### Clock distribution

(4 px per um)
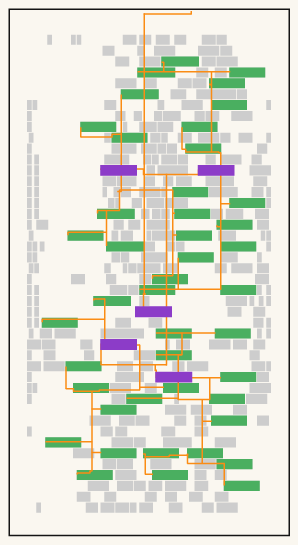
### Clock nets

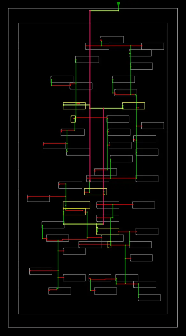
### Placement by cell class

(4 px per um) Fill, decap, tap and diode cells in grey.
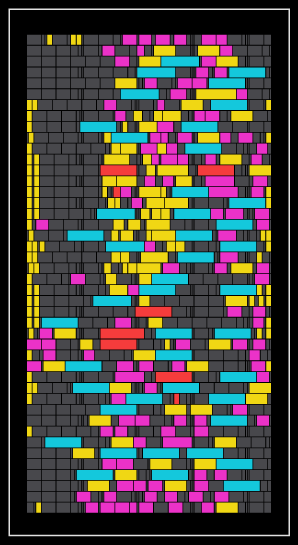
===== src/rtl/cpu_ctrl_fsm_pkg.sv =====
// Shared opcodes, ALU-op encodings, sequencer states and decode bundle for the CPU control path.
// Latency: none (types and constants only).
// Backpressure: n/a.
package cpu_pkg;

    localparam logic [6:0] OP_R      = 7'b0110011;
    localparam logic [6:0] OP_I      = 7'b0010011;
    localparam logic [6:0] OP_LOAD   = 7'b0000011;
    localparam logic [6:0] OP_STORE  = 7'b0100011;
    localparam logic [6:0] OP_BRANCH = 7'b1100011;
    localparam logic [6:0] OP_HALT   = 7'b1111111;

    localparam logic [2:0] F3_BEQ = 3'b000;
    localparam logic [2:0] F3_BNE = 3'b001;

    typedef enum logic [1:0] {
        ALU_ADD   = 2'b00,
        ALU_SUB   = 2'b01,
        ALU_FUNCT = 2'b10
    } alu_op_t;

    typedef enum logic [2:0] {
        ST_RST,
        ST_FETCH,
        ST_IWAIT,
        ST_EXEC,
        ST_MEM,
        ST_DWAIT,
        ST_WB,
        ST_HALT
    } state_t;

    typedef struct packed {
        logic    alu_src;
        alu_op_t alu_op;
        logic    mem_to_reg;
        logic    reg_write_en;
        logic    is_mem;
        logic    is_load;
        logic    is_branch;
        logic    is_halt;
    } dec_t;

    // Unknown branch funct3 values fall through to not-taken.
    function automatic logic branch_taken(input logic [2:0] funct3, input logic zero);
        case (funct3)
            F3_BEQ:  return zero;
            F3_BNE:  return !zero;
            default: return 1'b0;
        endcase
    endfunction

endpackage


===== src/rtl/cpu_ctrl_fsm_if.sv =====
// Handshake bundle between the control sequencer and instruction/data memory plus decode datapath.
// Latency: none (wiring only).
// Backpressure: memories answer with single-cycle valid strobes; the sequencer waits indefinitely.
interface cpu_ctrl_if #(
    parameter int ADDR_W = 64
);
    logic [31:0]       i_inst;
    logic              i_i_valid_inst;
    logic              i_d_valid_data;
    logic              i_alu_zero;

    logic [31:0]       o_inst;
    logic              o_i_MemRead;
    logic              o_d_MemRead;
    logic              o_d_MemWrite;
    logic              o_alu_src;
    logic [1:0]        o_alu_op;
    logic              o_mem_to_reg;
    logic              o_reg_write;
    logic              o_pc_write;
    logic              o_pc_src;
    logic [ADDR_W-1:0] o_pc_inc;
    logic              o_finish;

    modport master (
        input  i_inst, i_i_valid_inst, i_d_valid_data, i_alu_zero,
        output o_inst, o_i_MemRead, o_d_MemRead, o_d_MemWrite, o_alu_src, o_alu_op,
               o_mem_to_reg, o_reg_write, o_pc_write, o_pc_src, o_pc_inc, o_finish
    );

    modport slave (
        output i_inst, i_i_valid_inst, i_d_valid_data, i_alu_zero,
        input  o_inst, o_i_MemRead, o_d_MemRead, o_d_MemWrite, o_alu_src, o_alu_op,
               o_mem_to_reg, o_reg_write, o_pc_write, o_pc_src, o_pc_inc, o_finish
    );
endinterface


===== src/rtl/cpu_ctrl_fsm_ctrl_decode.sv =====
// Opcode to control-bundle decode; anything unrecognised is treated as halt.
// Latency: combinational.
// Backpressure: n/a.
module ctrl_decode
    import cpu_pkg::*;
(
    input  logic [6:0] opcode,
    output dec_t       dec
);

    always_comb begin
        dec        = '0;
        dec.alu_op = ALU_ADD;
        case (opcode)
            OP_R: begin
                dec.alu_op       = ALU_FUNCT;
                dec.reg_write_en = 1'b1;
            end
            OP_I: begin
                dec.alu_src      = 1'b1;
                dec.alu_op       = ALU_FUNCT;
                dec.reg_write_en = 1'b1;
            end
            OP_LOAD: begin
                dec.alu_src      = 1'b1;
                dec.mem_to_reg   = 1'b1;
                dec.reg_write_en = 1'b1;
                dec.is_mem       = 1'b1;
                dec.is_load      = 1'b1;
            end
            OP_STORE: begin
                dec.alu_src = 1'b1;
                dec.is_mem  = 1'b1;
            end
            OP_BRANCH: begin
                dec.alu_op    = ALU_SUB;
                dec.is_branch = 1'b1;
            end
            default: dec.is_halt = 1'b1;
        endcase
    end

endmodule


===== src/rtl/cpu_ctrl_fsm.sv =====
// Multi-cycle fetch/exec/mem/write-back sequencer; strobes are registered one-cycle pulses.
// Latency: 4 cycles per R/I/branch, 6+ per load/store (FETCH to WB inclusive, 1-cycle memories).
// Backpressure: IWAIT/DWAIT hold until the matching response strobe; responses elsewhere are dropped.
module cpu_ctrl_fsm
    import cpu_pkg::*;
#(
    parameter int ADDR_W = 64
) (
    input  logic        i_clk,
    input  logic        i_rst_n,
    cpu_ctrl_if.master  bus
);

    localparam logic [ADDR_W-1:0] PC_INC = ADDR_W'(4);

    state_t      state;
    logic [31:0] inst_q;
    logic        pc_src_q;
    logic        dec_vld;
    logic        i_rd_q;
    logic        d_rd_q;
    logic        d_wr_q;
    logic        reg_wr_q;
    logic        pc_wr_q;
    logic        pc_src_out_q;
    logic        finish_q;
    dec_t        dec;
    logic        taken;

    ctrl_decode u_decode (
        .opcode (inst_q[6:0]),
        .dec    (dec)
    );

    assign taken = dec.is_branch && branch_taken(inst_q[14:12], bus.i_alu_zero);

    // Strobes are computed from the next state so they line up with the state they belong to.
    always_ff @(posedge i_clk or negedge i_rst_n) begin
        if (!i_rst_n) begin
            state        <= ST_RST;
            inst_q       <= '0;
            pc_src_q     <= 1'b0;
            dec_vld      <= 1'b0;
            i_rd_q       <= 1'b0;
            d_rd_q       <= 1'b0;
            d_wr_q       <= 1'b0;
            reg_wr_q     <= 1'b0;
            pc_wr_q      <= 1'b0;
            pc_src_out_q <= 1'b0;
            finish_q     <= 1'b0;
        end else begin
            i_rd_q       <= 1'b0;
            d_rd_q       <= 1'b0;
            d_wr_q       <= 1'b0;
            reg_wr_q     <= 1'b0;
            pc_wr_q      <= 1'b0;
            pc_src_out_q <= 1'b0;
            case (state)
                ST_RST: begin
                    state  <= ST_FETCH;
                    i_rd_q <= 1'b1;
                end
                ST_FETCH: state <= ST_IWAIT;
                ST_IWAIT: begin
                    if (bus.i_i_valid_inst) begin
                        inst_q  <= bus.i_inst;
                        dec_vld <= 1'b1;
                        state   <= ST_EXEC;
                    end
                end
                ST_EXEC: begin
                    pc_src_q <= taken;
                    if (dec.is_halt) begin
                        dec_vld  <= 1'b0;
                        finish_q <= 1'b1;
                        state    <= ST_HALT;
                    end else if (dec.is_mem) begin
                        d_rd_q <= dec.is_load;
                        d_wr_q <= !dec.is_load;
                        state  <= ST_MEM;
                    end else begin
                        pc_wr_q      <= 1'b1;
                        reg_wr_q     <= dec.reg_write_en;
                        pc_src_out_q <= taken;
                        state        <= ST_WB;
                    end
                end
                ST_MEM: state <= ST_DWAIT;
                ST_DWAIT: begin
                    if (bus.i_d_valid_data) begin
                        pc_wr_q      <= 1'b1;
                        reg_wr_q     <= dec.reg_write_en;
                        pc_src_out_q <= pc_src_q;
                        state        <= ST_WB;
                    end
                end
                ST_WB: begin
                    dec_vld <= 1'b0;
                    i_rd_q  <= 1'b1;
                    state   <= ST_FETCH;
                end
                ST_HALT: state <= ST_HALT;
                default: state <= ST_RST;
            endcase
        end
    end

    // Decode fields stay valid from EXEC through WB because inst_q only changes on an accepted fetch.
    assign bus.o_inst       = inst_q;
    assign bus.o_alu_src    = dec_vld && dec.alu_src;
    assign bus.o_alu_op     = dec_vld ? dec.alu_op : ALU_ADD;
    assign bus.o_mem_to_reg = dec_vld && dec.mem_to_reg;
    assign bus.o_i_MemRead  = i_rd_q;
    assign bus.o_d_MemRead  = d_rd_q;
    assign bus.o_d_MemWrite = d_wr_q;
    assign bus.o_reg_write  = reg_wr_q;
    assign bus.o_pc_write   = pc_wr_q;
    assign bus.o_pc_src     = pc_src_out_q;
    assign bus.o_pc_inc     = PC_INC;
    assign bus.o_finish     = finish_q;

endmodule


===== src/flat_wrapper.sv =====
// flat-port wrapper written by rule: the top's interface ports become plain ports
module cpu_ctrl_fsm_flat import cpu_pkg::*;
#(
    parameter int ADDR_W = 64
)
  (i_clk, i_rst_n, bus_i_inst, bus_i_i_valid_inst, bus_i_d_valid_data, bus_i_alu_zero, bus_o_inst, bus_o_i_MemRead, bus_o_d_MemRead, bus_o_d_MemWrite, bus_o_alu_src, bus_o_alu_op, bus_o_mem_to_reg, bus_o_reg_write, bus_o_pc_write, bus_o_pc_src, bus_o_pc_inc, bus_o_finish);
  cpu_ctrl_if #(.ADDR_W(ADDR_W)) bus_i ();
  input  logic i_clk;
  input  logic i_rst_n;
  input wire logic [$bits(bus_i.i_inst)-1:0] bus_i_inst;
  input wire logic [$bits(bus_i.i_i_valid_inst)-1:0] bus_i_i_valid_inst;
  input wire logic [$bits(bus_i.i_d_valid_data)-1:0] bus_i_d_valid_data;
  input wire logic [$bits(bus_i.i_alu_zero)-1:0] bus_i_alu_zero;
  output wire logic [$bits(bus_i.o_inst)-1:0] bus_o_inst;
  output wire logic [$bits(bus_i.o_i_MemRead)-1:0] bus_o_i_MemRead;
  output wire logic [$bits(bus_i.o_d_MemRead)-1:0] bus_o_d_MemRead;
  output wire logic [$bits(bus_i.o_d_MemWrite)-1:0] bus_o_d_MemWrite;
  output wire logic [$bits(bus_i.o_alu_src)-1:0] bus_o_alu_src;
  output wire logic [$bits(bus_i.o_alu_op)-1:0] bus_o_alu_op;
  output wire logic [$bits(bus_i.o_mem_to_reg)-1:0] bus_o_mem_to_reg;
  output wire logic [$bits(bus_i.o_reg_write)-1:0] bus_o_reg_write;
  output wire logic [$bits(bus_i.o_pc_write)-1:0] bus_o_pc_write;
  output wire logic [$bits(bus_i.o_pc_src)-1:0] bus_o_pc_src;
  output wire logic [$bits(bus_i.o_pc_inc)-1:0] bus_o_pc_inc;
  output wire logic [$bits(bus_i.o_finish)-1:0] bus_o_finish;
  assign bus_i.i_inst = bus_i_inst;
  assign bus_i.i_i_valid_inst = bus_i_i_valid_inst;
  assign bus_i.i_d_valid_data = bus_i_d_valid_data;
  assign bus_i.i_alu_zero = bus_i_alu_zero;
  assign bus_o_inst = bus_i.o_inst;
  assign bus_o_i_MemRead = bus_i.o_i_MemRead;
  assign bus_o_d_MemRead = bus_i.o_d_MemRead;
  assign bus_o_d_MemWrite = bus_i.o_d_MemWrite;
  assign bus_o_alu_src = bus_i.o_alu_src;
  assign bus_o_alu_op = bus_i.o_alu_op;
  assign bus_o_mem_to_reg = bus_i.o_mem_to_reg;
  assign bus_o_reg_write = bus_i.o_reg_write;
  assign bus_o_pc_write = bus_i.o_pc_write;
  assign bus_o_pc_src = bus_i.o_pc_src;
  assign bus_o_pc_inc = bus_i.o_pc_inc;
  assign bus_o_finish = bus_i.o_finish;
  cpu_ctrl_fsm #(.ADDR_W(ADDR_W)) u_core (.i_clk(i_clk), .i_rst_n(i_rst_n), .bus(bus_i));
endmodule

===== config.mk =====
export PLATFORM = sky130hd
export DESIGN_NAME = cpu_ctrl_fsm_flat
export DESIGN_NICKNAME = d
export VERILOG_FILES = /design/src/rtl/cpu_ctrl_fsm_pkg.sv /design/src/rtl/cpu_ctrl_fsm_if.sv /design/src/rtl/cpu_ctrl_fsm_ctrl_decode.sv /design/src/rtl/cpu_ctrl_fsm.sv /design/src/flat_wrapper.sv
export SDC_FILE = /design/constraint.sdc
export NUM_CORES = 1
export LEC_CHECK = 0
export CORE_ASPECT_RATIO = 2
export CORE_MARGIN = 4
export CORE_UTILIZATION = 33
export CTS_CLUSTER_DIAMETER = 100
export DETAILED_ROUTE_END_ITERATION = 12
export GPL_TIMING_DRIVEN = 0
export PLACE_DENSITY_LB_ADDON = 0.3
export REMOVE_ABC_BUFFERS = 1
export SLEW_MARGIN = 20
export SYNTH_ARGS = -nofsm -noshare
export SYNTH_HDL_FRONTEND = slang
export SYNTH_HIERARCHICAL = 1
export SYNTH_SLANG_ARGS = --single-unit

===== constraint.sdc =====
create_clock -name i_clk -period 1.4 [get_ports i_clk]
set_input_delay 0.28 -clock i_clk [delete_from_list [all_inputs] [get_ports i_clk]]
set_output_delay 0.28 -clock i_clk [all_outputs]
set_load 0.005 [all_outputs]

==> notes.md <==
run results: status=finished with violations, failing checks=setup timing, 1st-pass router iterations=4, worst setup margin=-0.373 ns, first-pass GRT wire length=9070 um, # Post-CTS Setup Buffers=30, P per Cell Area=761 nW/um2, CP Launch Type=flip-flop, max-slew violation count=0, Top power group=the clock network, die x size=69.6 um, Post-Route WL=roughly 5800 um, yosys xor share=0.00350, number of cells in Yosys stat=between 150 and 200, Net Sw Power=roughly 570 uW, Top cells excl fill/tap=64 x conb_1, 38 x dfrtp_1, 35 x dlygate4sd2_1, yosys simple share=0.0844, most frequent cells after synthesis=65 x buf_4, 44 x dfrtp_1, 30 x mux2_4, 6 x and2_1, number of max-cap violations=0, Post-synth top flop=dfrtp_1, RSZ-0062 raised after global routing=true, largest net degree at the start of global routing=30, ratio of cells with drive above 1 in the final layout=0.337, Comb. pwr=~180 uW, seq pwr=1.27 mW, Max-area cell share=0.440, delay-heaviest family, CP=simple AND/OR/NAND/NOR gates, Post-Synthesis Cells=approximately 200, P&R area growth vs syn=45.9%, internal power=around 2.2 mW, Final nets=348, sw frac=0.206, Min-Delay Path Class=primary input to asynchronous set/reset pin, Chip Area, Yosys=between 2000 and 3000 um2, crit path cell chain=nand4bb_4 > buf_6 > nor3_4 > and2_1 > buf_2, total power=~2.8 mW, Die Area=between 9000 and 10000 um2, Ant. Diodes=0, max incr delay on CP=between 0.3 and 0.4 ns, mux frac, synth=0.193, vias in the first global route=1741, Largest logic family=buffers and inverters, total tool warning count=27, max reg flops=32, number of DRC markers in iteration 0=25, slowest cell on the critical path=dfrtp_1, gr usage total=0.127, unique cell type count in the Yosys netlist=38, adder share=0, Critical Path Sink Type=output pin, Arr. time, crit path=~1.5 ns, EDFF count, synth=0, CTS tree=yes, Die Ht=131 um, cell taking the most area after synthesis=dfrtp_1, DRC violations left=0, Pre-Place Util=0.342, Routability Congestion=between 0.7 and 0.8, PortBufs=between 70 and 80, DR vias=~1600, Max VDD drop=0.000426 V, H-tree lvl count=2, Post-DP HPWL=slightly below 4000 um, via/cell ratio=slightly above 4, CP Max Fanout=3, Mean Syn Cell Area=12.6 um2, Syn Std Cell Area=between 2000 and 3000 um2, filler cell count=between 700 and 800, sequential standard cell area=between 1000 and 1500 um2, Longest Clk Path Bufs=2, CTS clk-pin slew, worst paths=approximately 0.06 ns, final hold viol count=0, worst setup path class=flip-flop to output pin, # setup viols final=22, top cells by area=dfrtp_1 44%, buf_4 19%, mux2_4 18%, Leak Pwr=~2 nW, post-synthesis async set-or-reset flop share=1.00, initial antenna violation count=0, total congestion overflow=0, ao+oa area frac=0.0400, Flop pwr share=0.457, combinational power share=0.065, WP buf/inv=2, total number of yosys warnings=6, IO Count=between 100 and 150, Root Driver=clkbuf_16, min cycle time layout=~1.8 ns, Seq share, synth=0.440, drt wl/cell=approximately 14 um, Seq cells post-synth=44, CTS resizes=a little under 80, most frequent cell after synthesis=buf_4, most numerous logic cell after layout=conb_1, fin crit share=1.27, number of nets still failing antenna checks after routing=0, data required time of the critical path=approximately 1.1 ns, max frequency=between 500 and 600 MHz, Comb area=1180 um2, hold_buf cts=1
## Picture notes: 'Clock distribution'
[orange] clock wires | length: 679 um
[green] flip-flops | count: 44
[purple] clock drivers | count: 5
routed clock nets	6
Clk power: 1.33 mW
clock skew: 0.00319 ns
clock power share: 0.477
Late-Pin Clk Latency: 0.28 ns

## Picture notes: 'Clock nets'
CTS sink count: 44
flip-flops: 44
Num CTS Buffers: 5
CLK BUF: 6

## Picture notes: 'Placement by cell class'
colour	class	cells	share of their area
magenta	remaining buffers and delay cells	114	31%
red	clock drivers and dummy loads	8	4.6%
cyan	sequential cells	44	31%
yellow	combinational and other logic	146	33%
final core area utilization: 0.499
core area: 7320 um2
Row Count: 44
cell area after layout: 3650 um2

==> final cells by class <==
class                      instances  share of cell area
clock buffer                       6              0.0353
clock inverter                     2             0.00959
inverter                           2             0.00205
multi-input combinational        144               0.322
sequential                        44               0.303
tap                               92              0.0315
timing repair buffer             114               0.296
==> worst paths after layout <==
check / startpoint / to / cells past startpoint / slack, ns
worst min register to register: u_core/bus.o_inst[11] / u_core/bus.o_inst[11] / 1 / 0.50
worst min-delay path: i_rst_n / u_core/bus.o_inst[27] / 2 / 0.46
worst max-delay path: u_core/bus.o_inst[2] / bus_o_alu_op[0] / 5 / -0.37
max in group asynchronous: i_rst_n / u_core/bus.o_inst[4] / 3 / 0.43
worst max register to register: u_core/bus.o_inst[2] / u_core/bus.o_d_MemWrite / 7 / -0.29
min in group i_clk: bus_i_i_valid_inst / u_core/state[0] / 3 / 0.48
==> routing by layer <==
| layer | part of all wire | GRT usage |
|---|---|---|
| met1 | 0.34 | 0.133 |
| met2 | 0.56 | 0.235 |
| met3 | 0.080 | 0.0268 |
| met4 | 0.020 | 0.0587 |
| met5 | 0 | 0 |
==> cells by family after synthesis <==
| logic type | Yosys count |
|---|---|
| buffers and inverters | 74 |
| DFF | 44 |
| muxes | 33 |
| and+or+nand+nor | 31 |
| AOI/OAI and AO/OA | 14 |
| other | 2 |
| xor gates and xnor gates | 1 |
==> stage by stage <==
stage | hold WS, ns | setup slack [ns] | instance area [um2] | instances | TNS [ns]
after floorplan | -0.0156 | -0.280 | 2150 | 189 | -8.64
after global placement | 0.483 | -1.23 | 3060 | 360 | -77.43
after detailed placement | 0.233 | -0.805 | 3070 | 361 | -23.35
after CTS | 0.462 | -0.421 | 3560 | 401 | -3.98
after global routing | 0.507 | -0.448 | 3650 | 404 | -5.64
final | 0.458 | -0.373 | 3650 | 404 | -3.80
Power and IR drop assume default switching activity.
